File: src/rtl/scrambler_gen3_ctrl.sv
// Gen3 128b/130b per-lane transmit scrambler: 23-bit Galois LFSR keystream XORed
// into 16-bit beats, with ordered-set exceptions and one registered cycle of latency.
module scrambler_gen3_ctrl #(
  parameter logic [23:0] SEED            = 24'h1DBFBC,
  parameter int          BEATS_PER_BLOCK = 8
) (
  input  logic        pclk,
  input  logic        reset,
  input  logic [15:0] data_in,
  input  logic        data_valid,
  input  logic        block_start,
  input  logic [1:0]  sync_header,
  input  logic        scrambler_reset,
  output logic [15:0] data_out,
  output logic        data_out_valid,
  output logic        block_start_out,
  output logic [1:0]  sync_header_out,
  output logic        hdr_err,
  output logic        frame_err
);

  localparam logic [22:0] LFSR_SEED = SEED[22:0];
  localparam logic [22:0] LFSR_TAPS = 23'h210125;
  localparam logic [2:0]  LAST_BEAT = 3'(BEATS_PER_BLOCK - 1);

  typedef enum logic [0:0] {IDLE, IN_BLOCK} state_t;
  typedef enum logic [1:0] {T_DATA, T_OS, T_SKP, T_EIEOS} blk_t;

  state_t      r_state, w_stateNext;
  blk_t        r_type, w_typeNext, w_typeDecoded, w_typeCur;
  logic [2:0]  r_beat, w_beatNext, w_beatCur;
  logic [22:0] r_lfsr, w_lfsrNext, w_lfsrAdv;
  logic [15:0] w_keystream;
  logic [15:0] w_dataNext;
  logic        w_isStart, w_framed, w_hdrBad, w_hdrErr, w_frameErr, w_accept;

  logic [15:0] r_dataOut;
  logic        r_validOut, r_startOut, r_hdrErr, r_frameErr;
  logic [1:0]  r_hdrOut;

  // Unrolled 16-step Galois advance; keystream bit is the MSB before each shift.
  always_comb begin
    w_lfsrAdv   = r_lfsr;
    w_keystream = '0;
    for (int i = 0; i < 16; i++) begin
      w_keystream[i] = w_lfsrAdv[22];
      w_lfsrAdv      = {w_lfsrAdv[21:0], 1'b0} ^ (w_lfsrAdv[22] ? LFSR_TAPS : 23'h0);
    end
  end

  // Block type decode, valid only on beat 0 of a block.
  always_comb begin
    w_typeDecoded = T_DATA;
    if (sync_header == 2'b01) begin
      case (data_in[7:0])
        8'hAA:   w_typeDecoded = T_SKP;
        8'h00:   w_typeDecoded = T_EIEOS;
        default: w_typeDecoded = T_OS;
      endcase
    end
  end

  assign w_isStart = data_valid & block_start;
  assign w_hdrBad  = (sync_header == 2'b00) | (sync_header == 2'b11);
  assign w_typeCur = w_isStart ? w_typeDecoded : r_type;
  assign w_beatCur = w_isStart ? 3'd0 : r_beat;
  assign w_framed  = w_isStart | (r_state == IN_BLOCK);
  assign w_accept  = data_valid & ~scrambler_reset;

  always_comb begin
    w_stateNext = r_state;
    w_beatNext  = r_beat;
    w_typeNext  = r_type;
    w_lfsrNext  = r_lfsr;
    w_dataNext  = data_in;
    w_hdrErr    = 1'b0;
    w_frameErr  = 1'b0;
    if (scrambler_reset) begin
      w_stateNext = IDLE;
      w_beatNext  = 3'd0;
      w_lfsrNext  = LFSR_SEED;
    end else if (data_valid) begin
      if (w_isStart) begin
        w_typeNext = w_typeDecoded;
        w_hdrErr   = w_hdrBad;
        w_frameErr = (r_state == IN_BLOCK);
      end
      // Unframed beats in IDLE fall through in clear with the LFSR held.
      if (w_framed) begin
        case (w_typeCur)
          T_DATA: begin
            w_dataNext = data_in ^ w_keystream;
            w_lfsrNext = w_lfsrAdv;
          end
          T_OS: begin
            w_dataNext = data_in ^ ((w_beatCur == 3'd0) ? {w_keystream[15:8], 8'h00} : w_keystream);
            w_lfsrNext = w_lfsrAdv;
          end
          T_SKP: begin
            w_dataNext = data_in;
          end
          T_EIEOS: begin
            w_dataNext = data_in;
            w_lfsrNext = (w_beatCur == LAST_BEAT) ? LFSR_SEED : w_lfsrAdv;
          end
          default: begin
            w_dataNext = data_in;
          end
        endcase
        if (w_beatCur == LAST_BEAT) begin
          w_stateNext = IDLE;
          w_beatNext  = 3'd0;
        end else begin
          w_stateNext = IN_BLOCK;
          w_beatNext  = w_beatCur + 3'd1;
        end
      end
    end
  end

  always_ff @(posedge pclk or posedge reset) begin
    if (reset) begin
      r_state <= IDLE;
      r_beat  <= 3'd0;
      r_type  <= T_DATA;
      r_lfsr  <= LFSR_SEED;
    end else begin
      r_state <= w_stateNext;
      r_beat  <= w_beatNext;
      r_type  <= w_typeNext;
      r_lfsr  <= w_lfsrNext;
    end
  end

  // data_out keeps its last value through idle and dropped cycles.
  always_ff @(posedge pclk or posedge reset) begin
    if (reset) begin
      r_dataOut  <= '0;
      r_validOut <= 1'b0;
      r_startOut <= 1'b0;
      r_hdrOut   <= 2'b00;
      r_hdrErr   <= 1'b0;
      r_frameErr <= 1'b0;
    end else begin
      r_validOut <= w_accept;
      r_startOut <= w_accept & block_start;
      r_hdrOut   <= (w_accept & block_start) ? sync_header : 2'b00;
      r_hdrErr   <= w_hdrErr;
      r_frameErr <= w_frameErr;
      if (w_accept) begin
        r_dataOut <= w_dataNext;
      end
    end
  end

  assign data_out        = r_dataOut;
  assign data_out_valid  = r_validOut;
  assign block_start_out = r_startOut;
  assign sync_header_out = r_hdrOut;
  assign hdr_err         = r_hdrErr;
  assign frame_err       = r_frameErr;

endmodule

File: config.mk
export PLATFORM = sky130hd
export DESIGN_NAME = scrambler_gen3_ctrl
export DESIGN_NICKNAME = d
export VERILOG_FILES = /design/src/rtl/scrambler_gen3_ctrl.sv
export SDC_FILE = /design/constraint.sdc
export NUM_CORES = 1
export LEC_CHECK = 0
export CORE_ASPECT_RATIO = 0.6
export CORE_MARGIN = 4
export CORE_UTILIZATION = 35
export CTS_CLUSTER_SIZE = 25
export DETAILED_ROUTE_END_ITERATION = 16
export GPL_TIMING_DRIVEN = 0
export PLACE_DENSITY = 0.62
export SYNTH_ARGS = -nofsm -noshare
export SYNTH_HDL_FRONTEND = slang
export SYNTH_SLANG_ARGS = --single-unit
File: constraint.sdc
create_clock -name pclk -period 7.5 [get_ports pclk]
set_input_delay 1.5 -clock pclk [delete_from_list [all_inputs] [get_ports pclk]]
set_output_delay 1.5 -clock pclk [all_outputs]
set_load 0.005 [all_outputs]
==> out/summary.log <==
[synthesis] number of synthesized flops with an enable pin 0
[setup_path] type of the worst setup path input pin to flip-flop
[synthesis] Area leader share 28.0%
[clocking] Longest Clk Path Bufs 2
[flow_run] Max-cap violations 0
[floorplan] fraction of the core area occupied by cells at floorplan 36.4%
[worst_hold_path] Min-Delay Path Depth 2
[setup_path] CP most frequent cell sky130_fd_sc_hd__ha_1
[synthesis] top-count cell post-synth sky130_fd_sc_hd__xnor2_1
[sta] final critical-path required period 4.16 ns
[placement] routability congestion estimate 0.792
[global_route] M3 GR Usage 3.81%
[global_route] number of global-route vias before repair 2154
[placement] final HPWL from detailed placement 5880 um
[cells_and_area] area growth from synthesis to final layout 24.1%
[setup_path] Worst path max stage delay 0.81 ns
[clocking] # clock sinks 51
[synthesis] leading post-synthesis cells by cell area sky130_fd_sc_hd__dfrtp_1 28%, sky130_fd_sc_hd__xnor2_1 18%, sky130_fd_sc_hd__dfstp_2 13%
[synthesis] post-synth net total 315
[setup_path] arrival time worst endpoint 4.37 ns
[global_route] routing usage on met1 24.8%
[synthesis] post-synth area from yosys stat 0.00312 mm2
[floorplan] horizontal die size 130 um
[detailed_routing] Detailed Route Iter0 Violations 81
[outcome] run status finished, final reports clean
[clocking] post-cts gate resize count 0
[power_and_ir_drop] total net switching power 0.000839 W
[global_route] first-pass GRT wire length 12300 um
[global_route] GRT Max-Usage Layer met1
[power_and_ir_drop] share of total power in sequential cells 19.4%
[sta] Fin. Hold Viols 0
[setup_path] logic depth of the worst register-to-register path 7
[cells_and_area] nets 366
[cells_and_area] proportion of layout cells with a drive suffix above 1 10.9%
[synthesis] Mapped Area 0.00312 mm2
[global_route] maximum number of pins on one net before global-route repair 40
[detailed_routing] first-pass detailed-route iteration total 4
[cells_and_area] most common logic cells in the final layout 63 x sky130_fd_sc_hd__xnor2_1, 43 x sky130_fd_sc_hd__clkdlybuf4s50_1, 35 x sky130_fd_sc_hd__dfrtp_1
[detailed_routing] Final ANT Viol Nets 0
[setup_path] beginning of the critical path data_valid
[clocking] clock slew seen by the registers of the worst setup and hold paths 0.07 ns
[synthesis] gate count of the mapped netlist 288
[power_and_ir_drop] cell-internal power 0.00121 W
[flow_run] warning total across the stage logs 27
[synthesis] commonest cells in the netlist 63 x sky130_fd_sc_hd__xnor2_1, 35 x sky130_fd_sc_hd__dfrtp_1, 22 x sky130_fd_sc_hd__nand2_1
[floorplan] cell row count 26
[power_and_ir_drop] Worst IR Drop VDD 0.000272 V
[cells_and_area] leading cell type in the layout, fill and taps excluded sky130_fd_sc_hd__xnor2_1
[sta] max frequency 0.240 GHz
[floorplan] core outline area 0.00859 mm2
[synthesis] share of the yosys chip area belonging to registers 41.5%
[setup_path] Reg2Reg Launch Point r_lfsr[18]
[sta] unrepaired setup endpoints after global routing false
[clocking] setup fix buffers added after clock tree synthesis 0
[synthesis] flip-flop and latch count after synthesis 51
[power_and_ir_drop] part of the total power dissipated in the clock network 11.9%
[setup_path] Worst path top cell family by delay buffers and inverters
[power_and_ir_drop] P_leak 1.59 nW
[power_and_ir_drop] combinational power 0.00140 W
[floorplan] Die Area 0.0105 mm2
[setup_path] required time at the worst-slack endpoint 7.70 ns
[flip-flops by register name, summed over array words and instances (netlist names)]
signal	cells
r_beat	3
sync_header_out	2
block_start_out	1
r_state	1
data_out_valid	1
frame_err	1
data_out	16
hdr_err	1
r_type	2
r_lfsr	23
[worst min path at each step]
stage | endpoint | slack [ns] | startpoint
detailed placement | r_type[0] | 0.47 | r_type[0]
global placement | data_out[8] | 0.46 | data_out[8]
finish | data_out[13] | 0.48 | data_out[13]
global route | data_out[5] | 0.52 | data_out[5]
floorplan | r_type[0] | 0.44 | r_type[0]
CTS | data_out[6] | 0.49 | data_out[6]
[through the flow]
step	worst slack [ns]	hold slack [ns]	instance area, um2	utilization, %	cells
after floorplan	3.97	0.442	3120	-	288
after global placement	2.67	0.462	3690	43.0	443
after detailed placement	3.05	0.470	3720	43.3	444
after CTS	3.37	0.488	3870	45.1	452
after global routing	3.11	0.518	3870	45.1	452
final	3.34	0.481	3870	45.1	452
[cell type report]
| class | instances | share of cell area (%) |
|---|---|---|
| Tap cell | 112 | 3.62 |
| Clock buffer | 8 | 4.04 |
| Sequential cell | 51 | 33.5 |
| Buffer | 15 | 1.78 |
| Timing Repair Buffer | 44 | 11.6 |
| Inverter | 9 | 0.872 |
| Multi-Input combinational cell | 213 | 44.6 |
[cell families (layout without fill, tap and decap cells)]
logic type / count (synthesis) / after routing / synth area share [%]
compound gates: 52 / 52 / 12.0
xor+xnor: 91 / 91 / 30.8
fa+ha+maj: 4 / 4 / 1.60
buf+inv: 24 / 76 / 3.28
flops: 51 / 51 / 41.5
mux: 2 / 2 / 0.641
simple gates: 64 / 64 / 10.1
[per-layer routing]
layer | vias to the layer above | wire length, um
met3 | 5 | 478
li1 | 1079 | -
met1 | 1056 | 4150
met4 | 0 | 57
met5 | - | 0
met2 | 52 | 2920
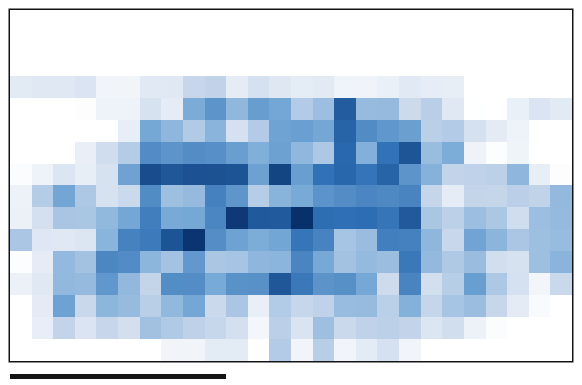
**Above:** routed metal per tile.
The bar under the picture is 50 um long. 26 x 16 tiles, from white (low) to dark blue (high), scaled to the fullest tile. Values are wire area over tile area, all layers added.
densest ninth of the die	centre
tiles over half the peak	22%
fullest tile	0.42

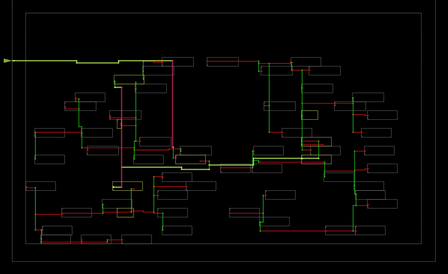
**Above:** clock nets.
cts bufs inserted: 5
maximum clock skew at final layout: 0.00419 ns
clock network power consumption: 0.000244 W
clock buf count: 8

No activity file was given, so power comes from the tool's default toggle rates.
